**src/rtl/seq_pattern_gen_if.sv**
```systemverilog
// Handshake and serial-output bundle for seq_pattern_gen.
// start/pattern/reps are sampled on a posedge where start && ready; all outputs are registered.
interface seq_pattern_gen_if #(
    parameter int PAT_W = 3,
    parameter int CNT_W = 4
) ();
    logic             start;
    logic [PAT_W-1:0] pattern;
    logic [CNT_W-1:0] reps;
    logic             ready;
    logic             out;
    logic             out_valid;
    logic             busy;
    logic             done;

    modport master (
        output start, pattern, reps,
        input  ready, out, out_valid, busy, done
    );

    modport slave (
        input  start, pattern, reps,
        output ready, out, out_valid, busy, done
    );
endinterface

```
**src/rtl/seq_pattern_gen.sv**
```systemverilog
// Serial pattern transmitter: shifts a captured pattern MSB-first, repeated
// reps times with GAP idle cycles between repetitions.
module seq_pattern_gen #(
    parameter int PAT_W = 3,
    parameter int CNT_W = 4,
    parameter int GAP   = 0
) (
    input  logic                 clk,
    input  logic                 R_n,
    seq_pattern_gen_if.slave     bus,
    output logic [1:0]           o_state
);
    localparam int BW = (PAT_W > 1) ? $clog2(PAT_W) : 1;
    localparam int GW = (GAP > 1) ? $clog2(GAP) : 1;
    localparam logic [BW-1:0] MSB_IDX  = BW'(PAT_W - 1);
    localparam logic [GW-1:0] GAP_LOAD = (GAP > 0) ? GW'(GAP - 1) : '0;

    typedef enum logic [1:0] {
        S_IDLE  = 2'd0,
        S_SHIFT = 2'd1,
        S_GAP   = 2'd2
    } state_t;

    state_t           r_state,   w_state;
    logic [PAT_W-1:0] r_pattern, w_pattern;
    logic [CNT_W-1:0] r_rep_cnt, w_rep_cnt;
    logic [BW-1:0]    r_bit_idx, w_bit_idx;
    logic [GW-1:0]    r_gap_cnt, w_gap_cnt;
    logic             r_out,       w_out;
    logic             r_out_valid, w_out_valid;
    logic             r_busy,      w_busy;
    logic             r_done,      w_done;
    logic             r_ready,     w_ready;
    logic [CNT_W-1:0] w_rep_left;

    always_ff @(posedge clk or negedge R_n) begin
        if (!R_n) begin
            r_state     <= S_IDLE;
            r_pattern   <= '0;
            r_rep_cnt   <= '0;
            r_bit_idx   <= '0;
            r_gap_cnt   <= '0;
            r_out       <= 1'b0;
            r_out_valid <= 1'b0;
            r_busy      <= 1'b0;
            r_done      <= 1'b0;
            r_ready     <= 1'b1;
        end else begin
            r_state     <= w_state;
            r_pattern   <= w_pattern;
            r_rep_cnt   <= w_rep_cnt;
            r_bit_idx   <= w_bit_idx;
            r_gap_cnt   <= w_gap_cnt;
            r_out       <= w_out;
            r_out_valid <= w_out_valid;
            r_busy      <= w_busy;
            r_done      <= w_done;
            r_ready     <= w_ready;
        end
    end

    // Outputs are computed one edge ahead so every port comes straight from a flop.
    always_comb begin
        w_state     = r_state;
        w_pattern   = r_pattern;
        w_rep_cnt   = r_rep_cnt;
        w_bit_idx   = r_bit_idx;
        w_gap_cnt   = r_gap_cnt;
        w_out       = 1'b0;
        w_out_valid = 1'b0;
        w_busy      = 1'b0;
        w_done      = 1'b0;
        w_ready     = 1'b0;
        w_rep_left  = r_rep_cnt - CNT_W'(1);

        case (r_state)
            S_IDLE: begin
                w_ready = 1'b1;
                if (bus.start && r_ready) begin
                    if (bus.reps != '0) begin
                        w_state     = S_SHIFT;
                        w_pattern   = bus.pattern;
                        w_rep_cnt   = bus.reps;
                        w_bit_idx   = MSB_IDX;
                        w_out       = bus.pattern[PAT_W-1];
                        w_out_valid = 1'b1;
                        w_busy      = 1'b1;
                        w_ready     = 1'b0;
                    end else begin
                        w_done = 1'b1;
                    end
                end
            end

            S_SHIFT: begin
                w_busy = 1'b1;
                if (r_bit_idx != '0) begin
                    w_bit_idx   = r_bit_idx - BW'(1);
                    w_out       = r_pattern[w_bit_idx];
                    w_out_valid = 1'b1;
                end else begin
                    w_rep_cnt = w_rep_left;
                    if (w_rep_left == '0) begin
                        w_state = S_IDLE;
                        w_busy  = 1'b0;
                        w_ready = 1'b1;
                        w_done  = 1'b1;
                    end else if (GAP == 0) begin
                        w_bit_idx   = MSB_IDX;
                        w_out       = r_pattern[PAT_W-1];
                        w_out_valid = 1'b1;
                    end else begin
                        w_state   = S_GAP;
                        w_gap_cnt = GAP_LOAD;
                    end
                end
            end

            S_GAP: begin
                w_busy = 1'b1;
                if (r_gap_cnt == '0) begin
                    w_state     = S_SHIFT;
                    w_bit_idx   = MSB_IDX;
                    w_out       = r_pattern[PAT_W-1];
                    w_out_valid = 1'b1;
                end else begin
                    w_gap_cnt = r_gap_cnt - GW'(1);
                end
            end

            default: begin
                w_state   = S_IDLE;
                w_ready   = 1'b1;
                w_rep_cnt = '0;
                w_bit_idx = '0;
                w_gap_cnt = '0;
            end
        endcase
    end

    assign bus.out       = r_out;
    assign bus.out_valid = r_out_valid;
    assign bus.busy      = r_busy;
    assign bus.done      = r_done;
    assign bus.ready     = r_ready;
    assign o_state       = r_state;
endmodule

```
**src/flat_wrapper.sv**
```systemverilog
// flat-port wrapper written by rule: the top's interface ports become plain ports
module seq_pattern_gen_flat 
#(
    parameter int PAT_W = 3,
    parameter int CNT_W = 4,
    parameter int GAP   = 0
)
  (clk, R_n, o_state, bus_start, bus_pattern, bus_reps, bus_ready, bus_out, bus_out_valid, bus_busy, bus_done);
  seq_pattern_gen_if #(.PAT_W(PAT_W), .CNT_W(CNT_W)) bus_i ();
  input  logic clk;
  input  logic R_n;
  output logic [1:0] o_state;
  input wire logic [$bits(bus_i.start)-1:0] bus_start;
  input wire logic [$bits(bus_i.pattern)-1:0] bus_pattern;
  input wire logic [$bits(bus_i.reps)-1:0] bus_reps;
  output wire logic [$bits(bus_i.ready)-1:0] bus_ready;
  output wire logic [$bits(bus_i.out)-1:0] bus_out;
  output wire logic [$bits(bus_i.out_valid)-1:0] bus_out_valid;
  output wire logic [$bits(bus_i.busy)-1:0] bus_busy;
  output wire logic [$bits(bus_i.done)-1:0] bus_done;
  assign bus_i.start = bus_start;
  assign bus_i.pattern = bus_pattern;
  assign bus_i.reps = bus_reps;
  assign bus_ready = bus_i.ready;
  assign bus_out = bus_i.out;
  assign bus_out_valid = bus_i.out_valid;
  assign bus_busy = bus_i.busy;
  assign bus_done = bus_i.done;
  seq_pattern_gen #(.PAT_W(PAT_W), .CNT_W(CNT_W), .GAP(GAP)) u_core (.clk(clk), .R_n(R_n), .bus(bus_i), .o_state(o_state));
endmodule
```
**config.mk**
```make
export PLATFORM = sky130hd
export DESIGN_NAME = seq_pattern_gen_flat
export DESIGN_NICKNAME = d
export VERILOG_FILES = /design/src/rtl/seq_pattern_gen_if.sv /design/src/rtl/seq_pattern_gen.sv /design/src/flat_wrapper.sv
export SDC_FILE = /design/constraint.sdc
export NUM_CORES = 1
export LEC_CHECK = 0
export ABC_AREA = 1
export CORE_MARGIN = 2
export CORE_UTILIZATION = 44
export CTS_CLUSTER_SIZE = 25
export DETAILED_ROUTE_END_ITERATION = 16
export PLACE_DENSITY_LB_ADDON = 0.1
export SLEW_MARGIN = 15
export SYNTH_ARGS = -nofsm -noshare
export SYNTH_HDL_FRONTEND = slang
export SYNTH_SLANG_ARGS = --single-unit
export TNS_END_PERCENT = 100
```
**constraint.sdc**
```tcl
create_clock -name clk -period 1.3 [get_ports clk]
set_clock_uncertainty 0.15 [all_clocks]
set_input_delay 0.39 -clock clk [delete_from_list [all_inputs] [get_ports clk]]
set_output_delay 0.39 -clock clk [all_outputs]
set_load 0.1 [all_outputs]
```
==> flow_metrics.rpt <==
PHYSICAL IMPLEMENTATION REPORT
----------------------------------------------------
[Logic synthesis]
  Post-synthesis instance total ........................ ~100
  Synthesis Warnings ........................ 0
  Cell area after synthesis ........................ between 800 and 900 um^2
  Portion of the post-synthesis area used by sequential elements ........................ between 40% and 50%
  Async SR Flop Fraction ........................ 100%
  Synthesized area per cell ........................ 7.95 um^2
  Aoi share ........................ approximately 7.6%
  Area figure in the yosys stat output ........................ 803 um^2
  Most used flip-flop cell ........................ sky130_fd_sc_hd__dfrtp_1
  Largest combinational cell category by area ........................ simple AND/OR/NAND/NOR gates
  Fa+ha+maj area frac ........................ 6.23%
  Fraction of post-synthesis cell area in the top cell type by area ........................ 40.5%
  Fraction of synthesized cell area in xor and xnor cells ........................ 0%
  Yosys simple share ........................ 30.7%
  Post-synth top area cell ........................ sky130_fd_sc_hd__dfrtp_1

[Critical path]
  Critical-path top delay cell ........................ sky130_fd_sc_hd__dfstp_4
  Data arrival time of the critical path ........................ 1.09 ns
  Reg2Reg Launch Point ........................ u_core.bus.ready
  Element type at the critical path end ........................ primary output
  Longest individual stage delay on the worst path ........................ approximately 0.64 ns
  Class of the most critical setup path ........................ flip-flop to primary output
  Capturing point of the worst reg2reg path ........................ u_core.bus.out
  Crit path required time ........................ 0.76 ns
  Number of buffers and inverters on the critical path ........................ 1
  Ordered cell list for the critical path ........................ buf_12
  Worst Setup Start Kind ........................ flip-flop
  Largest fanout on the critical path ........................ 2

[Power]
  Sw Share ........................ 48.5%
  Worst VDD drop ........................ approximately 1.6 mV
  Comb group ........................ 2230 uW
  P_int ........................ 1700 uW
  Power per unit of standard cell area ........................ around 2500 nW/um^2
  Clock network power consumption ........................ 262 uW
  Part of the power in the clock network ........................ 8.0%
  Switching Power ........................ 1590 uW

[Clock network]
  Maximum buffer depth of the clock tree ........................ 2
  TritonCTS clock tree ........................ built
  Number of buffers created by CTS ........................ 3
  Clk root buf ........................ sky130_fd_sc_hd__clkbuf_4
  Insertion delay to the later sink of the worst-skew pair ........................ 0.28 ns
  Max H-tree Level ........................ 1
  Clk sinks ........................ 14

[Final timing]
  Max Clk Rate ........................ between 600 and 700 MHz
  Final number of hold-violating endpoints ........................ 0
  Cycle use final ........................ 126%
  Final count of negative-setup-slack endpoints ........................ 20
  Final Slew Violations ........................ 0
  Final critical path time including I/O delays and setup ........................ approximately 1.6 ns
  Setup TNS ........................ -2.98 ns
  Post-route setup slack ........................ -0.334 ns

[Global routing]
  Pin count of the biggest net entering global routing ........................ 9
  Vias in the first global route ........................ between 600 and 700
  Combined global-route utilization of all metal layers ........................ 18.4%
  Overflow left after global routing ........................ 0
  Number of antenna violations at the first check in global routing ........................ 0

[Final layout]
  Area added between synthesis and finish ........................ 62.5%
  Fraction of layout cells with a size suffix above 1 ........................ 50.4%
  # fillers ........................ 128
  Diode insertion count for antenna repair ........................ 0

[Place]
  Pre-CTS setup slack ........................ -0.417 ns
  Weighted congestion reported at the end of routability-driven placement ........................ 0.754
  DPL Wire Length ........................ roughly 1.3 mm
  Count of input and output buffers ........................ 15

[Hold path]
  Worst min-delay path class ........................ input port to async pin

[Drt]
  Drt first-iter violations ........................ 15
  Antenna viol nets, final ........................ 0
  Detailed-route vias per instance ........................ 4.57
  Drt total wl ........................ around 1.8 mm
  # DRC ........................ 0
  Vias ........................ about 730

[Die]
  Die y size ........................ 46.7 um
  Core ar. ........................ around 1700 um^2
  Chip Footprint ........................ 2180 um^2
  Horizontal die dimension ........................ 46.7 um
  Core utilization at floorplan ........................ a little under half
  Top-Level Pins ........................ 17

[Job]
  Tool warnings ........................ 31
  Count of maximum capacitance violations ........................ 0

[Run status]
  Violated checks ........................ negative setup slack
  Status ........................ finished with violations

----------------------------------------------------
## how the worst max path moves through the flow
| stage | startpoint | to | depth (start not counted) |
|---|---|---|---|
| 6_report | u_core.bus.ready | bus_ready | 1 |
| 5_1_grt | u_core.bus.ready | bus_ready | 1 |
| 4_1_cts | u_core.bus.ready | bus_ready | 1 |
| 3_5_place_dp | bus_reps[2] | u_core.r_rep_cnt[3] | 7 |
| 3_3_place_gp | bus_reps[2] | u_core.bus.out | 9 |
| 2_1_floorplan | u_core.bus.ready | u_core.r_rep_cnt[3] | 6 |
## metal layers
layer	share of wire [%]	track usage (%)	wire, um
met5	0	0	0
met2	50	29.7	871
met3	4.7	2.35	82
met1	43	23.8	761
met4	2.2	10.0	38
## registers in the layout, indices dropped and copies added (netlist names)
name              count
u_core.bus.ready      1
u_core.o_state        1
u_core.bus.out        1
u_core.r_rep_cnt      4
u_core.bus.busy       1
u_core.r_pattern      3
u_core.r_bit_idx      2
u_core.bus.done       1
## through the flow
| step | total power, uW | hold WS [ns] | cell area, um^2 | util, % | cells |
|---|---|---|---|---|---|
| 6_report | 3290 | 0.329 | 1310 | 75.6 | 160 |
| 5_1_grt | 3530 | 0.343 | 1310 | 75.6 | 160 |
| 4_1_cts | 3180 | 0.356 | 1250 | 72.6 | 157 |
| 2_1_floorplan | 2110 | -0.0556 | 842 | - | 101 |
| 3_3_place_gp | 2690 | 0.343 | 1150 | 66.4 | 150 |
| 3_5_place_dp | 2730 | 0.346 | 1150 | 66.4 | 150 |
## cells in the mapped netlist (2+ instances only)
| cell | instances |
|---|---|
| sky130_fd_sc_hd__nor2_1 | 6 |
| sky130_fd_sc_hd__nand2_1 | 31 |
| sky130_fd_sc_hd__dfrtp_1 | 13 |
| sky130_fd_sc_hd__ha_1 | 4 |
| sky130_fd_sc_hd__inv_2 | 3 |
| sky130_fd_sc_hd__inv_1 | 14 |
| sky130_fd_sc_hd__buf_4 | 2 |
| sky130_fd_sc_hd__o21ai_0 | 8 |
| sky130_fd_sc_hd__nand3_1 | 4 |
| sky130_fd_sc_hd__nand2_2 | 4 |
## area by class of cell
cell class              count  area [um^2]  area share, %
repair buffers             33          352           26.9
flip-flops and latches     14          365           28.0
inverters                  17         68.8           5.27
clock buffers               4         26.3           2.01
well taps                  25         31.3           2.40
multi-input cells          67          462           35.4
## placed cells by master, fill, tap and decap left out, types with 4 or more instances in the layout
master | netlist | layout
sky130_fd_sc_hd__inv_2 | 3 | 9
sky130_fd_sc_hd__dfrtp_1 | 13 | 9
sky130_fd_sc_hd__clkdlybuf4s50_1 | 0 | 5
sky130_fd_sc_hd__nor2_1 | 6 | 6
sky130_fd_sc_hd__nand2_2 | 4 | 10
sky130_fd_sc_hd__dlygate4sd2_1 | 0 | 4
sky130_fd_sc_hd__nand2_1 | 31 | 22
sky130_fd_sc_hd__inv_1 | 14 | 6
sky130_fd_sc_hd__buf_12 | 0 | 6
sky130_fd_sc_hd__buf_4 | 2 | 15
## timing repair
item / 4_1_cts / 5_1_grt
buffers inserted: 3 / 3
endpoints found under the setup margin: 20 / 20
pin swaps: 13 / 2
resized: 24 / 9
hold buffers: 0 / 0
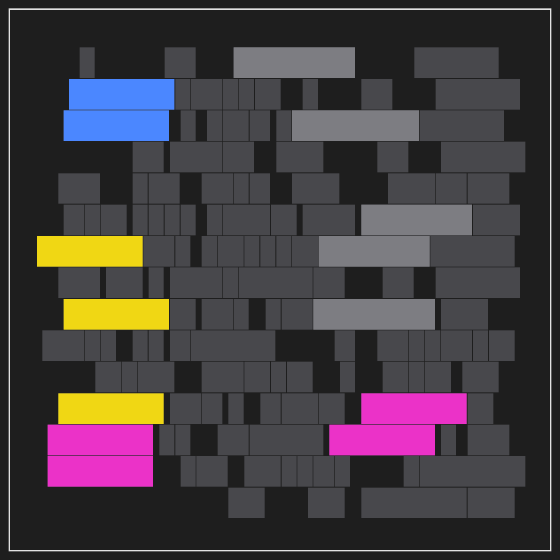
*Sequential cells coloured by netlist name*
[magenta] u_core.r_rep_cnt | placed flops: 4
[blue] u_core.r_bit_idx | placed flops: 2
[yellow] u_core.r_pattern | placed flops: 3
not coloured: 5

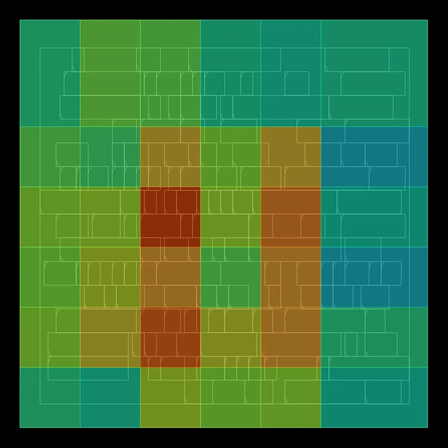
*Routing congestion map*
GRT busiest layer: met2
GR Util met2: 29.7%

No activity file was given, so power comes from the tool's default toggle rates.
